### src/rtl/mult_dot_accumulator.sv
// Dot-product accumulator: sums LEN products per group and hands each sum to a one-deep valid/ready register.
// Define MULT_DOT_SAT_EN to make the running sum saturate at 2^ACC_W-1; otherwise it wraps.
module mult_dot_accumulator #(
  parameter int PROD_W = 8,
  parameter int ACC_W  = 16,
  parameter int LEN    = 4
) (
  input  logic              clk,
  input  logic              rstn,
  input  logic              res_rdy,
  input  logic [PROD_W-1:0] res,
  input  logic              clr,
  output logic              acc_vld,
  input  logic              acc_rdy,
  output logic [ACC_W-1:0]  acc_out,
  output logic [7:0]        grp_idx,
  output logic              drop_err
);

  localparam logic [7:0] LAST_IDX = 8'(LEN - 1);

  logic [ACC_W-1:0] acc_q, acc_d;
  logic [ACC_W-1:0] out_q, out_d;
  logic [7:0]       grp_q, grp_d;
  logic             vld_q, vld_d;
  logic             drop_q, drop_d;

  logic [ACC_W-1:0] base;
  logic [ACC_W:0]   sum_wide;
  logic [ACC_W-1:0] sum_next;
  logic             out_free;
  logic             last_prod;

  // A clr in the same cycle starts a fresh group, so the partial sum never contributes.
  assign base     = (clr || grp_q == 8'd0) ? '0 : acc_q;
  assign sum_wide = {1'b0, base} + {{(ACC_W + 1 - PROD_W){1'b0}}, res};

`ifdef MULT_DOT_SAT_EN
  assign sum_next = sum_wide[ACC_W] ? {ACC_W{1'b1}} : sum_wide[ACC_W-1:0];
`else
  assign sum_next = sum_wide[ACC_W-1:0];
`endif

  assign out_free  = !vld_q || acc_rdy;
  assign last_prod = res_rdy && !clr && (grp_q == LAST_IDX);

  always_comb begin
    acc_d  = acc_q;
    out_d  = out_q;
    grp_d  = grp_q;
    vld_d  = vld_q;
    drop_d = drop_q;

    if (vld_q && acc_rdy) vld_d = 1'b0;

    if (clr) begin
      acc_d  = '0;
      grp_d  = 8'd0;
      drop_d = 1'b0;
    end

    if (last_prod) begin
      grp_d = 8'd0;
      if (out_free) begin
        out_d = sum_next;
        vld_d = 1'b1;
      end else begin
        drop_d = 1'b1;
      end
    end else if (res_rdy) begin
      acc_d = sum_next;
      grp_d = clr ? 8'd1 : grp_q + 8'd1;
    end
  end

  always_ff @(posedge clk) begin
    if (!rstn) begin
      acc_q  <= '0;
      out_q  <= '0;
      grp_q  <= 8'd0;
      vld_q  <= 1'b0;
      drop_q <= 1'b0;
    end else begin
      acc_q  <= acc_d;
      out_q  <= out_d;
      grp_q  <= grp_d;
      vld_q  <= vld_d;
      drop_q <= drop_d;
    end
  end

  assign acc_vld  = vld_q;
  assign acc_out  = out_q;
  assign grp_idx  = grp_q;
  assign drop_err = drop_q;

endmodule

### config.mk
export PLATFORM = sky130hd
export DESIGN_NAME = mult_dot_accumulator
export DESIGN_NICKNAME = d
export VERILOG_FILES = /design/src/rtl/mult_dot_accumulator.sv
export SDC_FILE = /design/constraint.sdc
export NUM_CORES = 1
export LEC_CHECK = 0
export ABC_AREA = 1
export CORE_MARGIN = 8
export CORE_UTILIZATION = 40
export DETAILED_ROUTE_END_ITERATION = 6
export MAX_ROUTING_LAYER = met4
export SLEW_MARGIN = 15
export SYNTH_ARGS = -nofsm -noshare
export SYNTH_HDL_FRONTEND = slang
export SYNTH_SLANG_ARGS = --single-unit
### constraint.sdc
create_clock -name clk -period 2.79 [get_ports clk]
set_input_delay 0.558 -clock clk [delete_from_list [all_inputs] [get_ports clk]]
set_output_delay 0.558 -clock clk [all_outputs]
set_load 0.05 [all_outputs]
**Run 1: supply network**

Scale bar: 20 µm. Pins as bars on the die edge. Tap cells in gray.
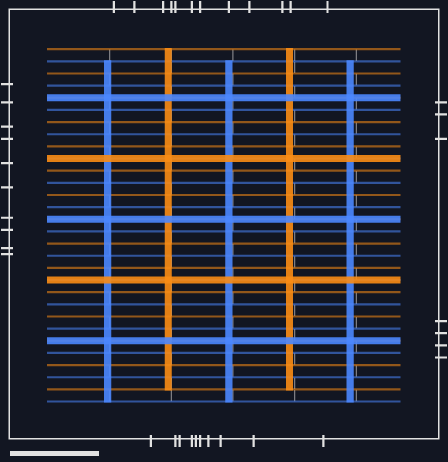
blue -> VSS
orange -> VDD
met4 straps = 5
met1 rails = 30
tap cells = 77
met5 straps = 5
maximum vdd ir drop: 0.000279 V
area of the core region: 6240 µm²
height of the die: 95.8 µm
horizontal die size: 95.8 µm

**Run 1: placement view**

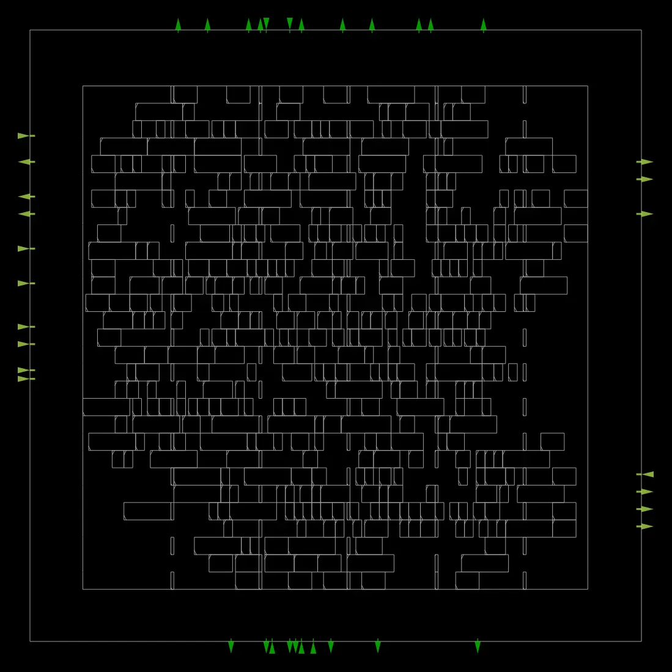
Flops: 42
tap cell count: 77
std cell rows: 29
register fraction of the total cell area: 25.9%
fin util: 52.1%

**Run 1: metal layers overlaid**

Scale bar: 20 µm. Only two layers are drawn.
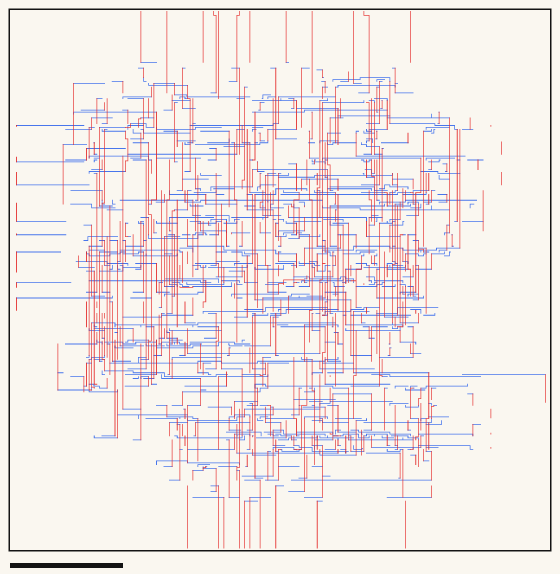
red -> metal 2  # wire length 3110 µm
blue -> metal 1  # wire length 2880 µm

**Run 1: routed clock nets over the placement**

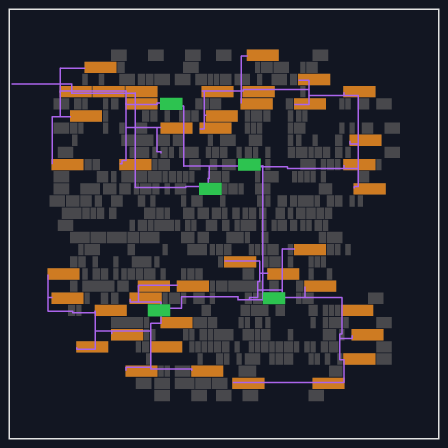
green -> clock drivers  # count 5
purple -> clock wires  # length 581 µm
orange -> flip-flops  # count 42
flops lie = widely spread
routed clock nets = 6

==> impl_metrics.toml, run 1 <==
# generated from flow reports
[outcome]
status = "complete, no violations"

[grt]
globalRouteTotalUtil_pct = 15.1
gr-usage-met1_pct = 17.3
overflow = 0
number_of_antenna_violations_at_the_first_check_in_global_routing = 0

[logic_synthesis]
yosysSeqAreaShare_pct = 33.0
top_cells_by_area = "dfxtp_1, nand2_1, inv_1"
synth_area_um2 = 2550
instance_tally_after_logic_synthesis = 358
yosysWarningCount = 0
enable_flop_cells = 0
syn-num-nets = 382
postSynth.asyncResetShare_pct = 0
post_synth_num_cell_types = 39
top_area_cell = "dfxtp_1"

[pwr]
clkPwrFrac_pct = 31.6
power_w = 0.00120
ratio_of_total_power_to_cell_area_nw_per_um2 = 368
sequentialPowerShare_pct = 51.9
p_switching_w = 0.000332

[critical_path]
worst_setup_path_endpoint = "acc_out[14]$_SDFFE_PN0P_"
rr_endpoint = "acc_out[14]$_SDFFE_PN0P_"
worstSetupPathType = "input port to register"
setup_crit_start_kind = "input port"
sort_of_element_at_the_end_of_the_critical_path = "register"

[detailed_routing]
per_cell_routed_wire_length_um = 12.6
detail_route.wirelength_um = 6260
vias = 2370

[place]
io_buffer_count = 38
detailed_place_hpwl_um = 4900
routabilityCongestion = 0.846

[cts]
cts_tree = "yes"
clk_pin_slew_worst_paths_ps = 80
cts_root_buf = "clkbuf_8"
clock_latency_ps = 300
clock_sink_count = 42

[job]
warning_count = 27

[layout]
most_instantiated_logic_cell_after_routing = "nand2_1"
fin_nets = 444

[final_timing]
worst-slew-pin-transition_ps = 503
min_period_ps = 2570
timing.final.setup_violations = 0
fin_skew_ps = 8.31
grt_setup_unrepaired = "false"
slew-limit-headroom_pct = 66.4

[die]
ioPinCount = 39

[worst_hold_path]
hold_class = "register to register"
## run 1: routing by layer
layer	wire [µm]	vias to the layer above
met1	2880	1067
met4	51	0
met3	222	4
li1	-	1262
met2	3110	37
met5	0	-
## run 1: what timing repair did
action,4_1_cts,5_1_grt
resized,0,1
setup endpoints to repair,0,5
setup buffers,0,0
hold endpoints to repair,0,0
## run 1: Yosys cell counts (7+ instances only)
master / instances
nor2_1: 46
nand3_1: 25
nand2_1: 57
xor2_1: 11
dfxtp_1: 42
o21ai_0: 16
ha_1: 10
inv_2: 7
a21oi_1: 24
o21a_1: 7
nand2_2: 7
inv_1: 47
## run 1: power groups by stage
stage / Sequential, W / Clock, W / Combinational (W)
final: 0.000622 / 0.000378 / 0.000198
after floorplan: 0.000643 / 0 / 0.000108
after CTS: 0.000622 / 0.000391 / 0.000198
after detailed placement: 0.000636 / 0 / 0.000197
after global routing: 0.000623 / 0.000419 / 0.000220
after global placement: 0.000636 / 0 / 0.000195
## run 1: sequential cells by signal (all words and copies together), names as in the netlist
signal    count
acc_out      16
acc_q        16
grp_idx       8
acc_vld       1
drop_err      1
## run 1: final cells by class
cell class                      instances  area [µm²]
Fill cell                             631        2990
Multi-Input combinational cell        250        1430
Sequential cell                        42         841
Timing Repair Buffer                   65         596
Inverter                               56         210
Tap cell                               77        96.3
Clock buffer                            5        68.8
Clock inverter                          2        10.0
## run 1: cells by family after synthesis
family | share of synthesized area (%)
buffers and inverters | 11.0
XOR/XNOR | 4.13
adder cells (fa/ha/maj) | 5.70
AND-OR/OR-AND | 15.2
AND/OR/NAND/NOR | 31.0
flip-flops | 33.0
## run 1: worst min path at each step
| stage | from | to | slack (ps) |
|---|---|---|---|
| 6_report | acc_q[2]$_SDFF_PN0_ | acc_q[2]$_SDFF_PN0_ | 470 |
| 5_1_grt | acc_q[2]$_SDFF_PN0_ | acc_q[2]$_SDFF_PN0_ | 480 |
| 4_1_cts | acc_q[2]$_SDFF_PN0_ | acc_q[2]$_SDFF_PN0_ | 470 |
| 3_5_place_dp | acc_q[2]$_SDFF_PN0_ | acc_q[2]$_SDFF_PN0_ | 460 |
| 3_3_place_gp | acc_q[2]$_SDFF_PN0_ | acc_q[2]$_SDFF_PN0_ | 460 |
| 2_1_floorplan | acc_q[0]$_SDFF_PN0_ | acc_q[0]$_SDFF_PN0_ | 450 |
## run 1: through the flow
step	hold WS [ps]	instance area, µm²	cells	utilization (%)
final	469	3250	497	52.1
after global routing	485	3250	497	52.1
after CTS	473	3250	497	52.1
after detailed placement	461	3170	490	50.8
after global placement	458	3170	490	50.8
after floorplan	447	2550	358	-
## run 1: critical path, cell delays in order
cell and delay (ps):
clkdlybuf4s50_1 450, inv_2 160, buf_4 150, nand2_1 60
nor2_1 220, fa_1 260, nand3_1 90, nand2_1 120
nand2_1 70, nand2_1 120, nand3_2 120, inv_1 90
nand2_1 50, nand2_1 80, nand3_1 80, nand2_1 60
inv_1 30
==> run 2: changes to the inputs <==
Settings changed: CORE_ASPECT_RATIO from default to 1.4, CTS_CLUSTER_SIZE from default to 28.
**Run 2: supply network**

Scale bar: 20 µm. Pins as bars on the die edge. Tap cells in gray.
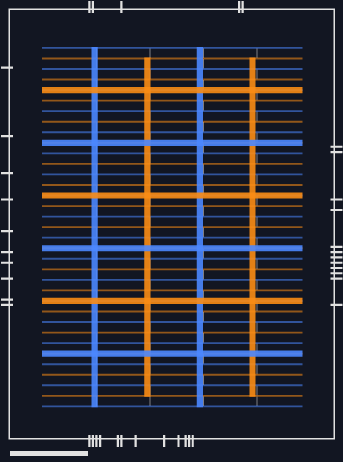
blue -> VSS
orange -> VDD
met4 straps = 4
met1 rails = 35
height of the die: 110 µm
horizontal die size: 83.4 µm
maximum vdd ir drop: 0.000233 V

**Run 2: placement view**

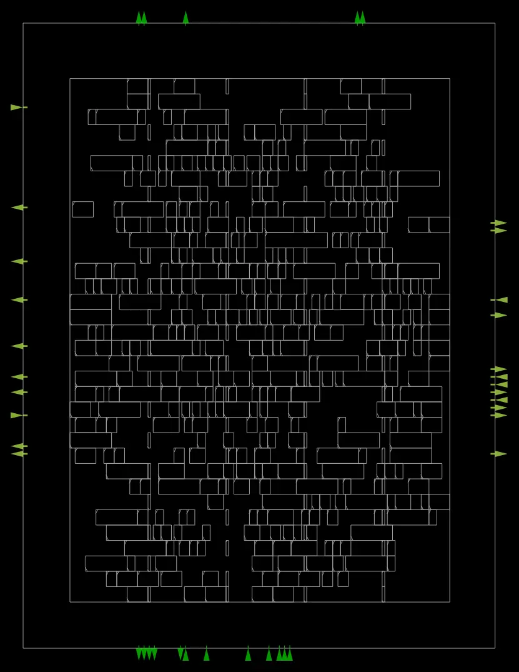
fin util: 52.3%
tap cell count: 72
area of the core region: 6210 µm²
count of non-filler cells in the finished layout: 488

==> impl_metrics.toml, run 2 <==
# generated from flow reports
[outcome]
status = "complete, no violations"

[logic_synthesis]
enable_flop_cells = 0
instance_tally_after_logic_synthesis = 358
postSynth.asyncResetShare_pct = 0
yosysSeqAreaShare_pct = 33.0
syn-num-nets = 382
post_synth_num_cell_types = 39
most_frequently_used_cell_type_in_the_post_synthesis_netlist = "nand2_1"

[critical_path]
worstSetupPathType = "input port to register"
timing.critical_path.mode_cell = "nand2_1"
crit_slowest_cell = "clkdlybuf4s50_1"
slowest_delay_ps = 500
sort_of_element_at_the_end_of_the_critical_path = "register"

[final_timing]
worst-slew-pin-transition_ps = 628
fin_skew_ps = 5.61
min_period_ps = 2550
slew-limit-headroom_pct = 58.1
grt_setup_unrepaired = "false"

[die]
ioPinCount = 39
std_cell_rows = 34

[worst_hold_path]
hold_class = "register to register"

[place]
routabilityCongestion = 0.889
io_buffer_count = 38
postPlaceCellArea_um2 = 3140
detailed_place_hpwl_um = 5000
numPlacedInstances = 480

[layout]
filler_cell_count = 635
fin_nets = 439
finalInstanceArea_um2 = 3250
multi_input_comb_area_um2 = 1430
seq_area_um2 = 841

[detailed_routing]
dr.max_layer_used = "met4"
met1_length_um = 2870
per_cell_routed_wire_length_um = 13.0
detailroute.wirelength.met3_um = 246
detail_route.wirelength_um = 6340

[pwr]
sequentialPowerShare_pct = 48.1
p_switching_w = 0.000326
clkPwrFrac_pct = 36.7
power_w = 0.00129

[cts]
clock_sink_count = 42
post_cts_resize_count = 0
cts_tree = "yes"

[job]
warning_count = 27

[grt]
overflow = 0
==> run 2: power groups by stage <==
| stage | clock network, W | logic (W) | registers, W |
|---|---|---|---|
| CTS | 0.000490 | 0.000198 | 0.000622 |
| detailed placement | 0 | 0.000196 | 0.000636 |
| global route | 0.000508 | 0.000217 | 0.000623 |
| global placement | 0 | 0.000195 | 0.000635 |
| floorplan | 0 | 0.000108 | 0.000643 |
| finish | 0.000474 | 0.000196 | 0.000621 |
==> run 2: logic make-up after synthesis <==
family          after synthesis  synth area share (%)
simple gates                162                  31.0
buf+inv                      66                  11.0
compound gates               65                  15.2
flops                        42                  33.0
xor+xnor                     12                  4.13
fa+ha+maj                    11                  5.70
==> run 2: path summary, 6_finish.rpt <==
check | cells past startpoint | slack (ps) | to | from
max | 14 | 240 | acc_out[10]$_SDFFE_PN0P_ | clr
min | 2 | 470 | drop_err$_SDFF_PN0_ | drop_err$_SDFF_PN0_
max reg2reg | 15 | 290 | acc_out[10]$_SDFFE_PN0P_ | grp_idx[0]$_SDFFE_PP0P_
min reg2reg | 2 | 470 | drop_err$_SDFF_PN0_ | drop_err$_SDFF_PN0_
==> run 2: critical path: cells and delay by family <==
kind            cells  cell delay, ps
simple gates        7             650
buf+inv             3             610
compound gates      1             130
xor+xnor            1             200
fa+ha+maj           2             580
==> run 2: routing by layer <==
layer / global-route usage (%) / vias to the layer above
met5: - / -
li1: - / 1255
met3: 3.09 / 7
met1: 16.1 / 1089
met2: 24.8 / 44
met4: 4.62 / 0
==> run 2: layout make-up <==
type	instances	share of cell area [%]
Inverter	56	6.48
Multi-Input combinational cell	250	44.0
Timing Repair Buffer	60	17.6
Sequential cell	42	25.9
Clock inverter	1	0.925
Clock buffer	7	2.35
Tap cell	72	2.78
==> run 2: stage by stage <==
step | worst slack [ps] | util (%) | hold slack (ps) | TNS [ps]
2_1_floorplan | 75.3 | - | 447 | 0
6_report | 241 | 52.3 | 467 | 0
4_1_cts | 245 | 52.3 | 471 | 0
5_1_grt | 2.03 | 52.3 | 477 | 0
3_3_place_gp | -7.39 | 50.5 | 455 | -13.5
3_5_place_dp | -43.2 | 50.5 | 459 | -198
Power and IR drop assume default switching activity.
